File: src/rtl/alu_pkg.sv
// Shared ToyALU definitions: FSM state encoding, default datapath width and
// the counter-width helper used by the iterative units.
package alu_pkg;

    localparam int DEFAULT_WIDTH = 32;

    typedef enum logic [1:0] {
        IDLE = 2'd0,
        CALC = 2'd1,
        DONE = 2'd2
    } state_t;

    // One extra bit so the counter can represent WIDTH itself.
    function automatic int cnt_width(input int width);
        return $clog2(width) + 1;
    endfunction

endpackage

File: src/rtl/mul_shift_add_if.sv
// Operand/product handshake bundle for mul_shift_add, plus its FSM state for
// observation.
interface mul_shift_add_if #(
    parameter int WIDTH = alu_pkg::DEFAULT_WIDTH
);
    import alu_pkg::*;

    // Valid/ready: a transfer happens on a rising edge where valid and ready
    // are both high. A producer holds valid and data until that edge. The
    // consumer may move ready freely. Ready never depends on valid.
    logic               in_valid;
    logic               in_ready;
    logic [WIDTH-1:0]   a;
    logic [WIDTH-1:0]   b;
    logic               out_valid;
    logic               out_ready;
    logic [2*WIDTH-1:0] product;
    state_t             dbg_state;

    modport master (
        output in_valid, a, b, out_ready,
        input  in_ready, out_valid, product, dbg_state
    );

    modport slave (
        input  in_valid, a, b, out_ready,
        output in_ready, out_valid, product, dbg_state
    );

endinterface

File: src/rtl/mul_add_step.sv
// One shift-and-add iteration's adder: WIDTH-bit sum with carry-out, built from
// 4-bit carry-lookahead groups chained group to group.
module mul_add_step #(
    parameter int WIDTH = alu_pkg::DEFAULT_WIDTH
) (
    input  logic [WIDTH-1:0] x,
    input  logic [WIDTH-1:0] y,
    output logic [WIDTH-1:0] sum,
    output logic             carry
);
    localparam int NG = (WIDTH + 3) / 4;
    localparam int PW = NG * 4;

    logic [PW-1:0] g;
    logic [PW-1:0] p;
    logic [PW:0]   c;
    logic          cin;
    logic          grp_g;
    logic          grp_p;

    // Group carries are resolved in order inside one process. This keeps the
    // carry chain free of combinational feedback through a shared vector.
    always_comb begin
        g              = '0;
        p              = '0;
        g[WIDTH-1:0]   = x & y;
        p[WIDTH-1:0]   = x ^ y;
        c              = '0;
        cin            = 1'b0;
        grp_g          = 1'b0;
        grp_p          = 1'b0;
        for (int k = 0; k < NG; k++) begin
            c[4*k]     = cin;
            c[4*k+1]   = g[4*k] | (p[4*k] & cin);
            c[4*k+2]   = g[4*k+1] | (p[4*k+1] & g[4*k])
                       | (p[4*k+1] & p[4*k] & cin);
            c[4*k+3]   = g[4*k+2] | (p[4*k+2] & g[4*k+1])
                       | (p[4*k+2] & p[4*k+1] & g[4*k])
                       | (p[4*k+2] & p[4*k+1] & p[4*k] & cin);
            grp_g      = g[4*k+3] | (p[4*k+3] & g[4*k+2])
                       | (p[4*k+3] & p[4*k+2] & g[4*k+1])
                       | (p[4*k+3] & p[4*k+2] & p[4*k+1] & g[4*k]);
            grp_p      = p[4*k+3] & p[4*k+2] & p[4*k+1] & p[4*k];
            cin        = grp_g | (grp_p & cin);
        end
        c[PW] = cin;
    end

    assign sum   = p[WIDTH-1:0] ^ c[WIDTH-1:0];
    assign carry = c[WIDTH];

endmodule

File: src/rtl/mul_shift_add.sv
// Sequential radix-2 shift-and-add unsigned multiplier. It retires one
// multiplier bit per cycle and presents a 2*WIDTH-bit product.
module mul_shift_add
    import alu_pkg::*;
#(
    parameter int WIDTH = DEFAULT_WIDTH
) (
    input  logic           clk,
    input  logic           rst,
    mul_shift_add_if.slave bus
);
    localparam int CNT_W = cnt_width(WIDTH);

    state_t           state_q;
    state_t           state_d;
    logic [WIDTH-1:0] mcand_q;
    logic [WIDTH-1:0] acc_hi_q;
    logic [WIDTH-1:0] acc_lo_q;
    logic [CNT_W-1:0] cnt_q;

    logic [WIDTH-1:0] addend;
    logic [WIDTH-1:0] step_sum;
    logic             step_carry;
    logic             last_iter;
    logic             in_ready_c;
    logic             out_valid_c;

    // A clear multiplier bit adds zero. The sum is then acc_hi unchanged,
    // with no carry out.
    assign addend    = acc_lo_q[0] ? mcand_q : '0;
    assign last_iter = (cnt_q == CNT_W'(WIDTH - 1));

    mul_add_step #(.WIDTH(WIDTH)) u_step (
        .x     (acc_hi_q),
        .y     (addend),
        .sum   (step_sum),
        .carry (step_carry)
    );

    always_ff @(posedge clk) begin
        if (rst) begin
            state_q <= IDLE;
        end else begin
            state_q <= state_d;
        end
    end

    always_comb begin
        state_d     = state_q;
        in_ready_c  = 1'b0;
        out_valid_c = 1'b0;
        case (state_q)
            IDLE: begin
                in_ready_c = 1'b1;
                if (bus.in_valid) begin
                    state_d = CALC;
                end
            end
            CALC: begin
                if (last_iter) begin
                    state_d = DONE;
                end
            end
            DONE: begin
                out_valid_c = 1'b1;
                if (bus.out_ready) begin
                    state_d = IDLE;
                end
            end
            default: begin
                state_d = IDLE;
            end
        endcase
    end

    // The multiplier is consumed from acc_lo's LSB while the growing product
    // shifts in from the top. The adder carry becomes the new MSB.
    always_ff @(posedge clk) begin
        if (rst) begin
            mcand_q  <= '0;
            acc_hi_q <= '0;
            acc_lo_q <= '0;
            cnt_q    <= '0;
        end else begin
            case (state_q)
                IDLE: begin
                    if (bus.in_valid) begin
                        mcand_q  <= bus.a;
                        acc_hi_q <= '0;
                        acc_lo_q <= bus.b;
                        cnt_q    <= '0;
                    end
                end
                CALC: begin
                    {acc_hi_q, acc_lo_q} <= {step_carry, step_sum, acc_lo_q[WIDTH-1:1]};
                    cnt_q                <= cnt_q + 1'b1;
                end
                default: begin
                end
            endcase
        end
    end

    assign bus.in_ready  = in_ready_c;
    assign bus.out_valid = out_valid_c;
    assign bus.product   = {acc_hi_q, acc_lo_q};
    assign bus.dbg_state = state_q;

endmodule

File: src/flat_wrapper.sv
// flat-port wrapper written by rule: the top's interface ports become plain ports
module mul_shift_add_flat import alu_pkg::*;
#(
    parameter int WIDTH = DEFAULT_WIDTH
)
  (clk, rst, bus_in_valid, bus_a, bus_b, bus_out_ready, bus_in_ready, bus_out_valid, bus_product, bus_dbg_state);
  mul_shift_add_if #(.WIDTH(WIDTH)) bus_i ();
  input  logic clk;
  input  logic rst;
  input wire logic [$bits(bus_i.in_valid)-1:0] bus_in_valid;
  input wire logic [$bits(bus_i.a)-1:0] bus_a;
  input wire logic [$bits(bus_i.b)-1:0] bus_b;
  input wire logic [$bits(bus_i.out_ready)-1:0] bus_out_ready;
  output wire logic [$bits(bus_i.in_ready)-1:0] bus_in_ready;
  output wire logic [$bits(bus_i.out_valid)-1:0] bus_out_valid;
  output wire logic [$bits(bus_i.product)-1:0] bus_product;
  output wire logic [$bits(bus_i.dbg_state)-1:0] bus_dbg_state;
  assign bus_i.in_valid = bus_in_valid;
  assign bus_i.a = bus_a;
  assign bus_i.b = bus_b;
  assign bus_i.out_ready = bus_out_ready;
  assign bus_in_ready = bus_i.in_ready;
  assign bus_out_valid = bus_i.out_valid;
  assign bus_product = bus_i.product;
  assign bus_dbg_state = bus_i.dbg_state;
  mul_shift_add #(.WIDTH(WIDTH)) u_core (.clk(clk), .rst(rst), .bus(bus_i));
endmodule
File: config.mk
export PLATFORM = sky130hd
export DESIGN_NAME = mul_shift_add_flat
export DESIGN_NICKNAME = d
export VERILOG_FILES = /design/src/rtl/alu_pkg.sv /design/src/rtl/mul_shift_add_if.sv /design/src/rtl/mul_add_step.sv /design/src/rtl/mul_shift_add.sv /design/src/flat_wrapper.sv
export SDC_FILE = /design/constraint.sdc
export NUM_CORES = 1
export LEC_CHECK = 0
export CAP_MARGIN = 5
export CORE_MARGIN = 5
export CORE_UTILIZATION = 49
export DETAILED_ROUTE_END_ITERATION = 12
export PLACE_DENSITY = 0.82
export SYNTH_ARGS = -nofsm -noshare
export SYNTH_HDL_FRONTEND = slang
export SYNTH_SLANG_ARGS = --single-unit
File: constraint.sdc
create_clock -name clk -period 4.63 [get_ports clk]
set_clock_uncertainty 0.2 [all_clocks]
set_input_delay 0.6945 -clock clk [delete_from_list [all_inputs] [get_ports clk]]
set_output_delay 0.6945 -clock clk [all_outputs]
set_load 0.01 [all_outputs]
==> results.cfg, run 1 <==
; synthesis and place-and-route metrics
[yosys]
top_cells_by_count = 126 x nand2_1, 104 x dfxtp_1, 100 x a21oi_1
ys_cells = 625
async_flop_share = 0
avgSynthCellArea_um2 = 8.38
edf_count = 0
syn-cell-area_mm2 = 0.00524
ff_type = dfxtp_1
ys.flops = 104
synthMostInstantiatedCell = nand2_1
yosys_warnings = 0
yosysTopAreaCell = dfxtp_1

[floorplan]
die_h_um = 113
core_area_mm2 = 0.0104
io_pins = 136
die_w_um = 113
fp_util = 0.505
rows = 37

[sta]
setup_viol = 0
slew-limit-headroom = 0.260
setup_ws_ps = 802
hold_viol_final = 0
max_slew.worst_pin.slew_ps = 1110
report.final.slew_viol_count = 0

[grt]
busiest_layer = met2
grtUsageTotal = 0.223
grt_pass1_vias = 5080
grt_start_max_net_pins = 65

[outcome]
run_status = finished, final reports clean

[worst_setup_path]
critical_path_buf_inv_count = 1
slowest_stage = dfxtp_1
worst_r2r_endpoint = u_core.acc_hi_q[28]
cp.required_ps = 4720
crit_path_end_kind = flop
cp_cell_sequence = and2_1 > ha_1 > a211oi_4 > o21ai_2 > a311oi_2 > nor4_2 > nor2_1 > inv_1 > a21oi_1 > o21ai_0 > fa_1 > xor2_1 > nand2_1 > a21oi_1
path_delay_family = AND-OR/OR-AND gates
cp_max_fo = 20
arrival_ps = 3910
r2r_slack_ps = 800
critPathKind = reg2reg

[min_path]
hp-class = reg2reg
worstHoldPathCells = 2
whs_endpoint = u_core.mcand_q[0]

[clock_network]
numCtsBuffers = 9
ctsResizeCount = 0
ctsHoldBuffers = 0
cts_max_level = 3
cts_setup_buffers = 0
cts-root-buf = clkbuf_8
clock_latency_ps = 360
cts.sinks = 104
cts_tree = built

[final_layout]
area_delta_synth_final_pct = 30.8
fillers = 857
lay_top_count = clkdlybuf4s50_1
diodes = 0
logic_area_mm2 = 0.00300
regArea_mm2 = 0.00208
layout.nonclk_buf_frac = 0.203
nMultiInputCombCells = 477

[drt]
vias_per_cell = 5.59
ant_nets = 0
met1_length_um = 6100
wirelength_um = 14300
wl_met2_um = 6960
dr_wl_met3_um = 1080

[power_and_ir_drop]
intPower_w = 0.00131
top_power_group = sequential cells
clockPowerShare = 0.320

[place]
hpwl_um = 10200
place_ws_ps = 851

[flow_run]
warning_count = 26
## run 1: cell families after synthesis
kind of cell | after synthesis | share of synthesized area
xor gates and xnor gates | 18 | 0.0301
adders and majority gates | 41 | 0.109
and+or+nand+nor | 228 | 0.197
DFF | 104 | 0.398
muxes | 1 | 0.00215
buffers and inverters | 44 | 0.0342
AOI/OAI and AO/OA | 189 | 0.230
## run 1: registers in the layout, indices dropped and copies added, names as in the netlist
register and cells:
u_core.mcand_q 32, u_core.acc_lo_q 32, u_core.bus.dbg_state 2, u_core.cnt_q 6, u_core.acc_hi_q 32
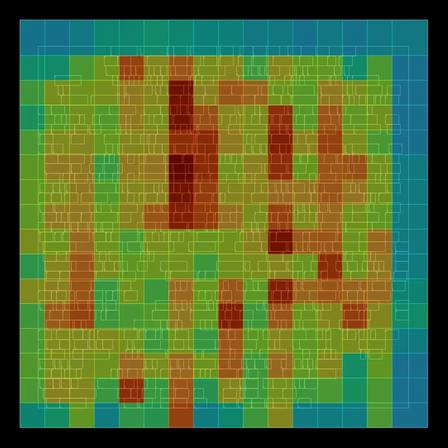
(run_1/final_congestion.png)
grt met3 use: 0.0621
grt met1 use: 0.274
GR Layer Usage met2: 0.383
fin util: 0.661
routed length per instance: 16.3 um

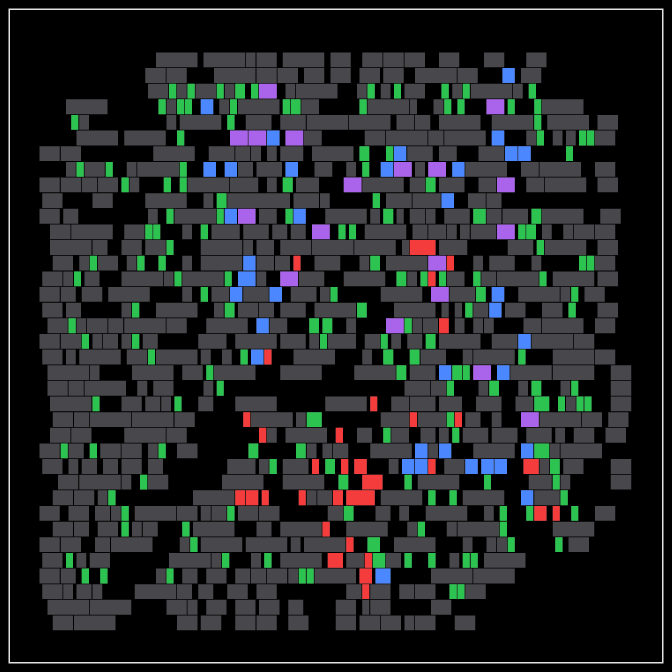
(run_1/gate_families.png)
Key: blue = AND and OR gates [cells 36, most used and2_1]; red = NOR gates [cells 32, most used nor2_1]; purple = XOR/XNOR gates [cells 18, most used xor2_1]; green = NAND gates [cells 160, most used nand2_1, where spread over the die]

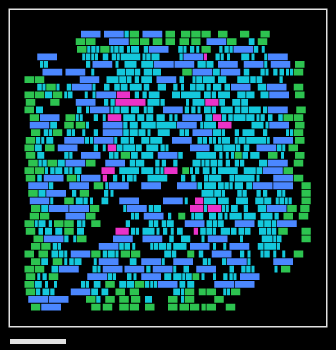
(run_1/cell_classes.png)
Bar = 20 um.
Key: green = other buffers and delay cells [cells 141]; blue = flip-flops [cells 104]; cyan = all other logic [cells 482]; magenta = clock drivers and dummy loads [cells 16]

==> run 2: changes to the inputs <==
CORE_UTILIZATION = 44   (was 49)
PLACE_DENSITY = 0.78   (was 0.82)
clock period = 3.1 ns   (was 4.63 ns; I/O delays follow)
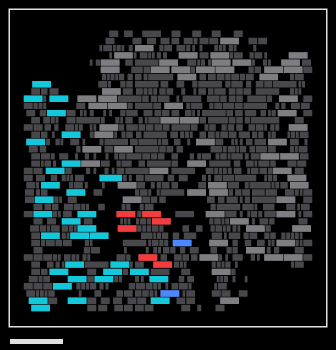
(run_2/registers.png)
Bar = 20 um.
Key: red = u_core.cnt_q [flops 6]; blue = u_core.bus.dbg_state [flops 2]; cyan = u_core.acc_lo_q [flops 32]
Another 64 sequential cells are not colored.

==> run 2 against run 1 <==
Against the previous run: routed wire length is 8.2% higher; total power increased by 67%; final area rose by 10%; via count grew 4.3%; count of clock-buffer cells in the layout increased by 1; synthesized cell count unchanged; highest routed layer unchanged.
==> results.cfg, run 2 <==
; synthesis and place-and-route metrics
[final_layout]
lay_top_count = clkdlybuf4s50_1
diodes = 0
area_delta_synth_final_pct = 44.4
top_regs = u_core.acc_hi_q (32), u_core.acc_lo_q (32), u_core.mcand_q (32)

[sta]
setup_ws_ps = 14.1
setup_viol = 0
hold_viol_final = 0
slew-limit-headroom = 0.364
max_slew.worst_pin.slew_ps = 954
report.final.slew_viol_count = 0

[yosys]
yosysTopAreaCell = dfxtp_1
yosys_warnings = 0
syn-cell-area_mm2 = 0.00524
ys_top_logic_family = AND-OR/OR-AND gates
avgSynthCellArea_um2 = 8.38
yosysSeqAreaShare = 0.398
ff_type = dfxtp_1
xor_area_frac = 0.0301
muxShareOfSynthArea = 0.00215
synthSimpleGateAreaFrac = 0.197
async_flop_share = 0
synthMostInstantiatedCell = nand2_1
ys_sh_adder = 0.109
aoi_share = 0.230
edf_count = 0

[worst_setup_path]
crit_path_end = u_core.acc_hi_q[28]
crit_path_end_kind = flop
worst_r2r_endpoint = u_core.acc_hi_q[28]
path_delay_family = AND-OR/OR-AND gates
cp_max_fo = 8
arrival_ps = 3150
critPathKind = reg2reg
cp_cell_sequence = buf_6 > and2_4 > ha_4 > a211oi_4 > o21ai_2 > a311oi_4 > nor4_4 > nor2_2 > inv_2 > a21oi_2 > o21ai_2 > fa_2 > xor2_1 > nand2_1 > a21oi_1
critical_path_buf_inv_count = 2
slowest_stage = dfxtp_4
r2r_slack_ps = 10
cp.required_ps = 3170

[clock_network]
numCtsBuffers = 9
cts.sinks = 104
cts-root-buf = clkbuf_16
cts_setup_buffers = 8
ctsHoldBuffers = 0
cts_max_level = 3
ctsResizeCount = 22

[drt]
vias_per_cell = 5.55
wirelength_um = 15500
route.detailed.drc = 0
ant_nets = 0

[flow_run]
warning_count = 28

[floorplan]
die_h_um = 119
fp_util = 0.453
die_w_um = 119
core_area_mm2 = 0.0116
io_pins = 136
rows = 39

[grt]
grtUsageTotal = 0.211
grt_pass1_vias = 5181
grt_start_max_net_pins = 92

[min_path]
hp-class = reg2reg
worstHoldPathCells = 2

[outcome]
run_status = finished, final reports clean

[place]
hpwl_um = 10600
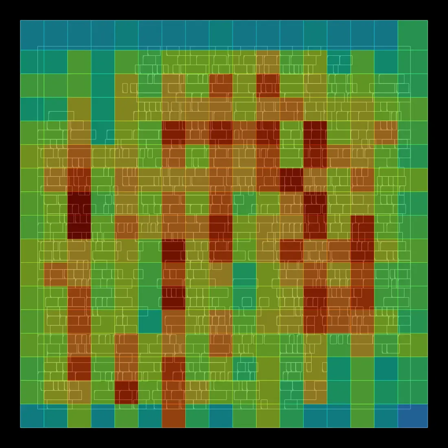
(run_2/final_congestion.png)
gr busiest metal: met2
GR Layer Usage met2: 0.369
routed length per instance: 16.8 um
fin util: 0.654

==> run 2: power by group <==
group | switching [W] | total, W | internal [W]
clock | 0.000476 | 0.00114 | 0.000660
sequential | 0.0000423 | 0.00143 | 0.00139
combinational | 0.000203 | 0.000414 | 0.000211
total | 0.000720 | 0.00298 | 0.00226
==> run 2: metal layers <==
metal | track usage | vias to the layer above | routed length, um
li1 | - | 2489 | -
met1 | 0.248 | 2410 | 6230
met2 | 0.369 | 198 | 7790
met5 | 0 | - | 0
met3 | 0.0664 | 30 | 1200
met4 | 0.0652 | 0 | 271
==> run 2: cell type report <==
cell class | instances | area [um2]
clock buffer | 11 | 253
tap | 143 | 179
fill | 915 | 4000
timing repair buffer | 181 | 1720
clock inverter | 3 | 42.5
sequential | 104 | 2090
inverter | 5 | 18.8
multi-input combinational | 477 | 3260
Power is estimated from default activity; no workload was simulated.
